### src/rtl/mips_multicycle_ctrl_if.sv
// Control-unit bundle: instruction fields, datapath/memory status in; datapath and memory controls out.
// Latency: none, wires only.
// Backpressure: MemReady from memory stretches FETCH, MEMREAD and MEMWR.
interface mips_multicycle_ctrl_if #(
  parameter int ALUCTRL_W = 4,
  parameter int CNT_W     = 32
);
  logic [5:0]           Op;
  logic [5:0]           Funct;
  logic                 Zero;
  logic                 MemReady;
  logic                 IorD;
  logic                 MemWrite;
  logic                 IRWrite;
  logic                 RegDst;
  logic                 MemtoReg;
  logic                 RegWrite;
  logic                 ALUSrcA;
  logic [1:0]           ALUSrcB;
  logic [1:0]           PCSrc;
  logic                 PCEn;
  logic [ALUCTRL_W-1:0] ALUControl;
  logic                 IllegalOp;
  logic [3:0]           State;
  logic [CNT_W-1:0]     InstrCount;

  // Controller side
  modport master (
    input  Op, Funct, Zero, MemReady,
    output IorD, MemWrite, IRWrite, RegDst, MemtoReg, RegWrite, ALUSrcA,
           ALUSrcB, PCSrc, PCEn, ALUControl, IllegalOp, State, InstrCount
  );

  // Datapath / memory side
  modport slave (
    output Op, Funct, Zero, MemReady,
    input  IorD, MemWrite, IRWrite, RegDst, MemtoReg, RegWrite, ALUSrcA,
           ALUSrcB, PCSrc, PCEn, ALUControl, IllegalOp, State, InstrCount
  );
endinterface

### src/rtl/mips_multicycle_ctrl.sv
// Multi-cycle MIPS control FSM (Moore) with retired-fetch counter; MIPS_MC_CTRL_BNE_EN adds bne.
// Latency: lw 5, sw/R-type/addi 4, beq/j 3 cycles with no wait states.
// Backpressure: each MemReady=0 cycle in FETCH/MEMREAD/MEMWR holds the state one more cycle.
module mips_multicycle_ctrl #(
  parameter int ALUCTRL_W = 4,
  parameter int CNT_W     = 32
) (
  input logic                    clk,
  input logic                    rst_n,
  mips_multicycle_ctrl_if.master bus
);

  typedef enum logic [3:0] {
    S_FETCH   = 4'd0,
    S_DECODE  = 4'd1,
    S_MEMADR  = 4'd2,
    S_MEMREAD = 4'd3,
    S_MEMWB   = 4'd4,
    S_MEMWR   = 4'd5,
    S_EXEC    = 4'd6,
    S_ALUWB   = 4'd7,
    S_BRANCH  = 4'd8,
    S_ADDIEX  = 4'd9,
    S_ADDIWB  = 4'd10,
    S_JUMP    = 4'd11
  } state_t;

  localparam logic [5:0] OP_RTYPE = 6'b000000;
  localparam logic [5:0] OP_J     = 6'b000010;
  localparam logic [5:0] OP_BEQ   = 6'b000100;
  localparam logic [5:0] OP_ADDI  = 6'b001000;
  localparam logic [5:0] OP_LW    = 6'b100011;
  localparam logic [5:0] OP_SW    = 6'b101011;
`ifdef MIPS_MC_CTRL_BNE_EN
  localparam logic [5:0] OP_BNE   = 6'b000101;
`endif

  localparam logic [ALUCTRL_W-1:0] ALU_AND = ALUCTRL_W'(4'b0000);
  localparam logic [ALUCTRL_W-1:0] ALU_OR  = ALUCTRL_W'(4'b0001);
  localparam logic [ALUCTRL_W-1:0] ALU_ADD = ALUCTRL_W'(4'b0010);
  localparam logic [ALUCTRL_W-1:0] ALU_SUB = ALUCTRL_W'(4'b0110);
  localparam logic [ALUCTRL_W-1:0] ALU_SLT = ALUCTRL_W'(4'b0111);

  state_t           state_q, state_d;
  logic [CNT_W-1:0] cnt_q, cnt_d;
`ifdef MIPS_MC_CTRL_BNE_EN
  logic             bne_q, bne_d;
`endif

  // Next-state and counter logic; unreachable codes fall back to FETCH
  always_comb begin
    state_d = state_q;
    cnt_d   = cnt_q;
`ifdef MIPS_MC_CTRL_BNE_EN
    bne_d   = bne_q;
`endif
    case (state_q)
      S_FETCH: begin
        if (bus.MemReady) begin
          state_d = S_DECODE;
          cnt_d   = cnt_q + CNT_W'(1);
        end
      end
      S_DECODE: begin
        case (bus.Op)
          OP_LW, OP_SW: state_d = S_MEMADR;
          OP_RTYPE:     state_d = S_EXEC;
          OP_BEQ: begin
            state_d = S_BRANCH;
`ifdef MIPS_MC_CTRL_BNE_EN
            bne_d   = 1'b0;
`endif
          end
`ifdef MIPS_MC_CTRL_BNE_EN
          OP_BNE: begin
            state_d = S_BRANCH;
            bne_d   = 1'b1;
          end
`endif
          OP_ADDI:      state_d = S_ADDIEX;
          OP_J:         state_d = S_JUMP;
          default:      state_d = S_FETCH;
        endcase
      end
      // IR is stable after FETCH, so Op still tells lw from sw here
      S_MEMADR:  state_d = (bus.Op == OP_SW) ? S_MEMWR : S_MEMREAD;
      S_MEMREAD: if (bus.MemReady) state_d = S_MEMWB;
      S_MEMWR:   if (bus.MemReady) state_d = S_FETCH;
      S_EXEC:    state_d = S_ALUWB;
      S_ADDIEX:  state_d = S_ADDIWB;
      S_MEMWB, S_ALUWB, S_BRANCH, S_ADDIWB, S_JUMP: state_d = S_FETCH;
      default:   state_d = S_FETCH;
    endcase
  end

  // State register with synchronous active-low reset
  always_ff @(posedge clk) begin
    if (!rst_n) begin
      state_q <= S_FETCH;
      cnt_q   <= '0;
`ifdef MIPS_MC_CTRL_BNE_EN
      bne_q   <= 1'b0;
`endif
    end else begin
      state_q <= state_d;
      cnt_q   <= cnt_d;
`ifdef MIPS_MC_CTRL_BNE_EN
      bne_q   <= bne_d;
`endif
    end
  end

  // Output decode from current state; in reset every output shows idle FETCH values
  always_comb begin
    bus.IorD       = 1'b0;
    bus.MemWrite   = 1'b0;
    bus.IRWrite    = 1'b0;
    bus.RegDst     = 1'b0;
    bus.MemtoReg   = 1'b0;
    bus.RegWrite   = 1'b0;
    bus.ALUSrcA    = 1'b0;
    bus.ALUSrcB    = 2'b00;
    bus.PCSrc      = 2'b00;
    bus.PCEn       = 1'b0;
    bus.ALUControl = ALU_ADD;
    bus.IllegalOp  = 1'b0;
    bus.State      = 4'd0;
    bus.InstrCount = '0;
    if (!rst_n) begin
      bus.ALUSrcB = 2'b01;
    end else begin
      bus.State      = state_q;
      bus.InstrCount = cnt_q;
      case (state_q)
        S_FETCH: begin
          bus.ALUSrcB = 2'b01;
          bus.IRWrite = bus.MemReady;
          bus.PCEn    = bus.MemReady;
        end
        S_DECODE: begin
          bus.ALUSrcB   = 2'b11;
          // Only an unrecognised opcode sends DECODE straight back to FETCH
          bus.IllegalOp = (state_d == S_FETCH);
        end
        S_MEMADR, S_ADDIEX: begin
          bus.ALUSrcA = 1'b1;
          bus.ALUSrcB = 2'b10;
        end
        S_MEMREAD: bus.IorD = 1'b1;
        S_MEMWB: begin
          bus.RegWrite = 1'b1;
          bus.MemtoReg = 1'b1;
        end
        S_MEMWR: begin
          bus.IorD     = 1'b1;
          bus.MemWrite = 1'b1;
        end
        S_EXEC: begin
          bus.ALUSrcA = 1'b1;
          case (bus.Funct)
            6'b100000: bus.ALUControl = ALU_ADD;
            6'b100010: bus.ALUControl = ALU_SUB;
            6'b100100: bus.ALUControl = ALU_AND;
            6'b100101: bus.ALUControl = ALU_OR;
            6'b101010: bus.ALUControl = ALU_SLT;
            default:   bus.IllegalOp  = 1'b1;
          endcase
        end
        S_ALUWB: begin
          bus.RegWrite = 1'b1;
          bus.RegDst   = 1'b1;
        end
        S_BRANCH: begin
          bus.ALUSrcA    = 1'b1;
          bus.ALUControl = ALU_SUB;
          bus.PCSrc      = 2'b01;
`ifdef MIPS_MC_CTRL_BNE_EN
          bus.PCEn       = bne_q ? ~bus.Zero : bus.Zero;
`else
          bus.PCEn       = bus.Zero;
`endif
        end
        S_ADDIWB: bus.RegWrite = 1'b1;
        S_JUMP: begin
          bus.PCSrc = 2'b10;
          bus.PCEn  = 1'b1;
        end
        default: ;
      endcase
    end
  end

endmodule

### src/flat_wrapper.sv
// flat-port wrapper written by rule: the top's interface ports become plain ports
module mips_multicycle_ctrl_flat 
#(
  parameter int ALUCTRL_W = 4,
  parameter int CNT_W     = 32
)
  (clk, rst_n, bus_Op, bus_Funct, bus_Zero, bus_MemReady, bus_IorD, bus_MemWrite, bus_IRWrite, bus_RegDst, bus_MemtoReg, bus_RegWrite, bus_ALUSrcA, bus_ALUSrcB, bus_PCSrc, bus_PCEn, bus_ALUControl, bus_IllegalOp, bus_State, bus_InstrCount);
  mips_multicycle_ctrl_if #(.ALUCTRL_W(ALUCTRL_W), .CNT_W(CNT_W)) bus_i ();
  input logic clk;
  input logic rst_n;
  input wire logic [$bits(bus_i.Op)-1:0] bus_Op;
  input wire logic [$bits(bus_i.Funct)-1:0] bus_Funct;
  input wire logic [$bits(bus_i.Zero)-1:0] bus_Zero;
  input wire logic [$bits(bus_i.MemReady)-1:0] bus_MemReady;
  output wire logic [$bits(bus_i.IorD)-1:0] bus_IorD;
  output wire logic [$bits(bus_i.MemWrite)-1:0] bus_MemWrite;
  output wire logic [$bits(bus_i.IRWrite)-1:0] bus_IRWrite;
  output wire logic [$bits(bus_i.RegDst)-1:0] bus_RegDst;
  output wire logic [$bits(bus_i.MemtoReg)-1:0] bus_MemtoReg;
  output wire logic [$bits(bus_i.RegWrite)-1:0] bus_RegWrite;
  output wire logic [$bits(bus_i.ALUSrcA)-1:0] bus_ALUSrcA;
  output wire logic [$bits(bus_i.ALUSrcB)-1:0] bus_ALUSrcB;
  output wire logic [$bits(bus_i.PCSrc)-1:0] bus_PCSrc;
  output wire logic [$bits(bus_i.PCEn)-1:0] bus_PCEn;
  output wire logic [$bits(bus_i.ALUControl)-1:0] bus_ALUControl;
  output wire logic [$bits(bus_i.IllegalOp)-1:0] bus_IllegalOp;
  output wire logic [$bits(bus_i.State)-1:0] bus_State;
  output wire logic [$bits(bus_i.InstrCount)-1:0] bus_InstrCount;
  assign bus_i.Op = bus_Op;
  assign bus_i.Funct = bus_Funct;
  assign bus_i.Zero = bus_Zero;
  assign bus_i.MemReady = bus_MemReady;
  assign bus_IorD = bus_i.IorD;
  assign bus_MemWrite = bus_i.MemWrite;
  assign bus_IRWrite = bus_i.IRWrite;
  assign bus_RegDst = bus_i.RegDst;
  assign bus_MemtoReg = bus_i.MemtoReg;
  assign bus_RegWrite = bus_i.RegWrite;
  assign bus_ALUSrcA = bus_i.ALUSrcA;
  assign bus_ALUSrcB = bus_i.ALUSrcB;
  assign bus_PCSrc = bus_i.PCSrc;
  assign bus_PCEn = bus_i.PCEn;
  assign bus_ALUControl = bus_i.ALUControl;
  assign bus_IllegalOp = bus_i.IllegalOp;
  assign bus_State = bus_i.State;
  assign bus_InstrCount = bus_i.InstrCount;
  mips_multicycle_ctrl #(.ALUCTRL_W(ALUCTRL_W), .CNT_W(CNT_W)) u_core (.clk(clk), .rst_n(rst_n), .bus(bus_i));
endmodule
### config.mk
export PLATFORM = sky130hd
export DESIGN_NAME = mips_multicycle_ctrl_flat
export DESIGN_NICKNAME = d
export VERILOG_FILES = /design/src/rtl/mips_multicycle_ctrl_if.sv /design/src/rtl/mips_multicycle_ctrl.sv /design/src/flat_wrapper.sv
export SDC_FILE = /design/constraint.sdc
export NUM_CORES = 1
export LEC_CHECK = 0
export CAP_MARGIN = 5
export CORE_MARGIN = 2
export CORE_UTILIZATION = 52
export DETAILED_ROUTE_END_ITERATION = 6
export PLACE_DENSITY = 0.95
export SLEW_MARGIN = 10
export SYNTH_ARGS = -nofsm -noshare
export SYNTH_HDL_FRONTEND = slang
export SYNTH_SLANG_ARGS = --single-unit
### constraint.sdc
create_clock -name clk -period 6.73 [get_ports clk]
set_clock_uncertainty 0.1 [all_clocks]
set_input_delay 2.019 -clock clk [delete_from_list [all_inputs] [get_ports clk]]
set_output_delay 2.019 -clock clk [all_outputs]
set_load 0.03 [all_outputs]
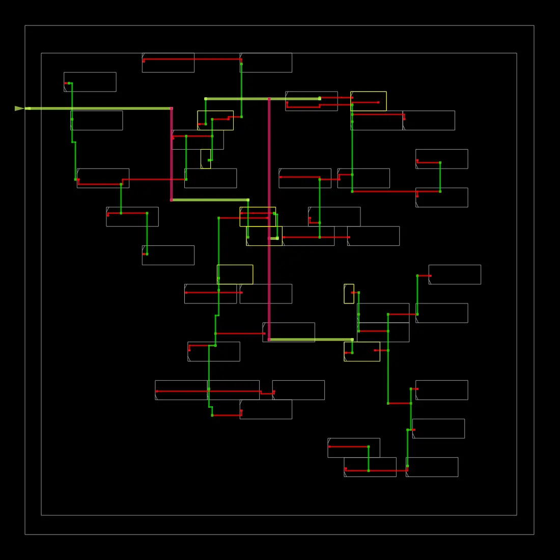
*Clock wiring as the flow saved it, run 1*
Clk. pwr: 0.000159 W
TritonCTS Buffers: 5
Flop Count: 36
clock buffers: 8

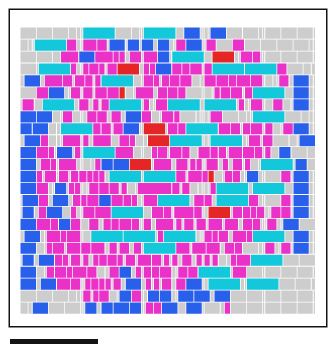
*Placed cells, one colour a class, run 1*
Bar = 20 um. Fill, decap, tap and diode cells in grey.
colour	class	cells	share of their area
red	clock drivers and dummy loads	8	2.9%
cyan	flip-flops	36	24%
magenta	all other logic	261	52%
blue	other buffers and delay cells	72	22%

==> results.toml, run 1 <==
# flow metrics
[clock_network]
clock-sinks = 36
cts-root-buf = "clkbuf_8"

[finish]
antenna_cells = 0
clockNetworkAreaShare_pct = 2.88
stdcell_count = 429
comb_cells = 252
combGateArea_mm2 = 0.00155
final-seq-area_um2 = 721
n_all_buffers = 72
layout_top_cell = "clkdlybuf4s50_1"

[detailed_routing]
drtPass1Iterations = 4
wl_met3_um = 366
dr_wl_met2_mm = 2.86
wirelength_mm = 5.93
ant_nets = 0

[setup_path]
worst-path-stages = 5
r2r_cells = 4
cp_slowest_cell = "clkdlybuf4s50_1"
path_class = "in -> out"

[job]
cap_viol_max_count = 0

[yosys]
yosys.cell_count.top_type = "dfxtp_1"
netlist_instances = 319
yosys.cell_types.count = 48
edf_count = 0
ys.warnings.count = 0

[final_timing]
rsz0062_at_grt = "no"
period_needed_ns = 6.04
timing.fmax_mhz = 166

[die]
core_mm2 = 0.00438
die_y_um = 71.9

[global_route]
top_usage_layer = "met2"
antenna_found_initial = 0
grt_use_total_pct = 23.3

[placement]
dp_slack_ns = 0.726
place_inst = 421

[hold_path]
min_path_type = "reg -> reg"
hold_path_end = "u_core.cnt_q[17]"

[status]
outcome = "finished clean"
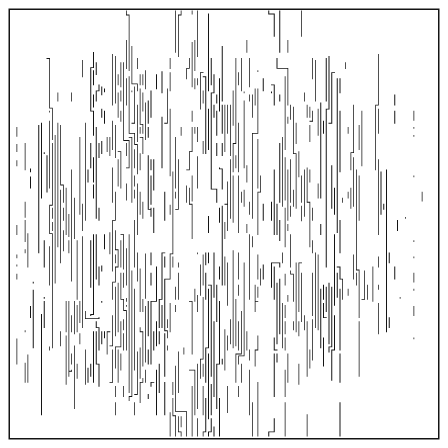
*The metal 2 layer, run 1*
wire length on this layer	2860 um
share of all routed wire	48%
longest straight run	27.2 um
main direction	vertical

-- run 1: cell families after synthesis --
family          Yosys count  share of synthesized area (%)
compound gates           58                           15.1
mux                      10                           4.64
flops                    36                           30.1
other cells               1                          0.156
simple gates            172                           40.5
xor+xnor                 10                           3.65
buf+inv                  31                           5.32
fa+ha+maj                 1                          0.522
-- run 1: flip-flops by register name, summed over array words and instances (netlist names) --
name            flops
u_core.state_q      4
u_core.cnt_q       32
-- run 1: power breakdown --
group          internal [W]  switching, W
combinational     0.0000222     0.0000279
sequential         0.000215    0.00000399
clock             0.0000835     0.0000751
total              0.000320      0.000107
-- run 1: worst min-delay path, delay by kind of cell, from the launching register on --
kind	cells	cell delay, ns
flip-flops	1	0.33
AND-OR/OR-AND	2	0.12
==> run 2, diff against run 1 <==
--- a/config.mk
+++ b/config.mk
@@ -6,10 +6,11 @@
 export NUM_CORES = 1
 export LEC_CHECK = 0
 export CAP_MARGIN = 5
-export CORE_MARGIN = 2
+export CORE_MARGIN = 5
 export CORE_UTILIZATION = 52
 export DETAILED_ROUTE_END_ITERATION = 6
 export PLACE_DENSITY = 0.95
+export REMOVE_ABC_BUFFERS = 1
 export SLEW_MARGIN = 10
 export SYNTH_ARGS = -nofsm -noshare
 export SYNTH_HDL_FRONTEND = slang
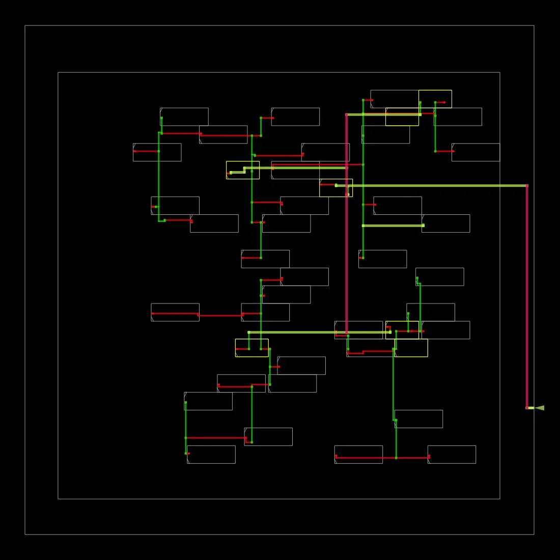
*Clock wiring as the flow saved it, run 2*
clk_lat worst skew: 0.29 ns
Clk. pwr: 0.000165 W

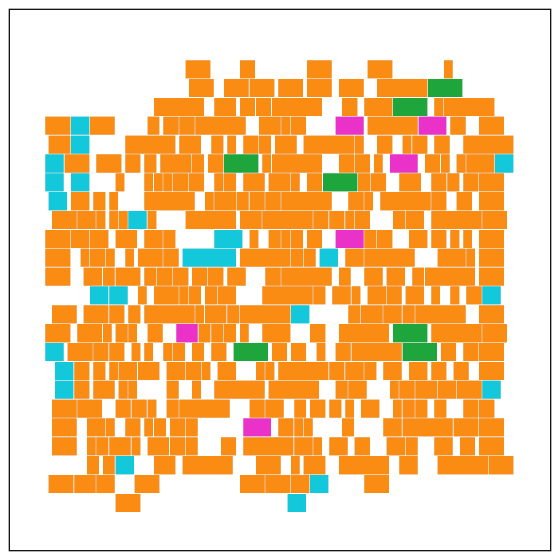
*Sizing map, run 2*
colour	size	cells	share
green	drive 6 and up	7	1.9%
magenta	drive 2	6	1.6%
cyan	drive 3 to 4	22	5.9%
orange	drive 1 or less	340	91%

==> results.toml, run 2 <==
# flow metrics
[finish]
clockNetworkAreaShare_pct = 3.08
final-seq-area_um2 = 721
clock_buffers = 7
largest_reg_flops = 32
reg_top3 = "u_core.cnt_q x32, u_core.state_q x4"
combGateArea_mm2 = 0.00155
antenna_cells = 0
layout_top_cell = "clkdlybuf4s50_1"
largest-register = "u_core.cnt_q"

[yosys]
yosys.cell_types.count = 48
synthMuxAreaShare_pct = 4.65
netlist_instances = 319
ys.warnings.count = 0
synth.logic.top_family = "simple AND/OR/NAND/NOR gates"
edf_count = 0
xor_share_pct = 3.65
ys_sh_aoi_pct = 15.1
ys_sh_simple_pct = 40.5

[detailed_routing]
wl_met3_um = 502
drtPass1Iterations = 4
ant_nets = 0

[status]
outcome = "finished clean"

[pwr]
clkPwrFrac_pct = 38.1
pwr-share-comb_pct = 11.4
p_switching_w = 0.000106
p_sw_share_pct = 24.4
top_power_group = "registers"

[hold_path]
min_path_type = "reg -> reg"

[global_route]
antenna_found_initial = 0
grt_use_total_pct = 19.9
top_usage_layer = "met2"

[final_timing]
timing.fmax_mhz = 167
rsz0062_at_grt = "no"

[die]
die_y_um = 77.9

[setup_path]
cp_slowest_cell = "clkdlybuf4s50_1"
path_class = "in -> out"

[clock_network]
clock-sinks = 36
run 2: metrics by stage:
step | power [W] | cell area, um2 | setup WS (ns) | hold slack (ns) | std cells
floorplan | 0.000248 | 2300 | 0.487 | 0.356 | 297
finish | 0.000433 | 3130 | 0.726 | 0.397 | 427
CTS | 0.000437 | 3130 | 0.729 | 0.397 | 427
global placement | 0.000272 | 3030 | 0.762 | 0.371 | 420
global route | 0.000451 | 3130 | 0.587 | 0.421 | 427
detailed placement | 0.000273 | 3030 | 0.719 | 0.387 | 420
run 2: path summary, 6_finish.rpt:
path	cells after the start	slack (ns)	to
setup / recovery	5	0.73	bus_ALUControl[0]
hold / removal	2	0.40	u_core.cnt_q[9]
setup reg to reg	4	4.21	u_core.cnt_q[31]
hold reg to reg	2	0.40	u_core.cnt_q[9]
Power and IR drop assume default switching activity.
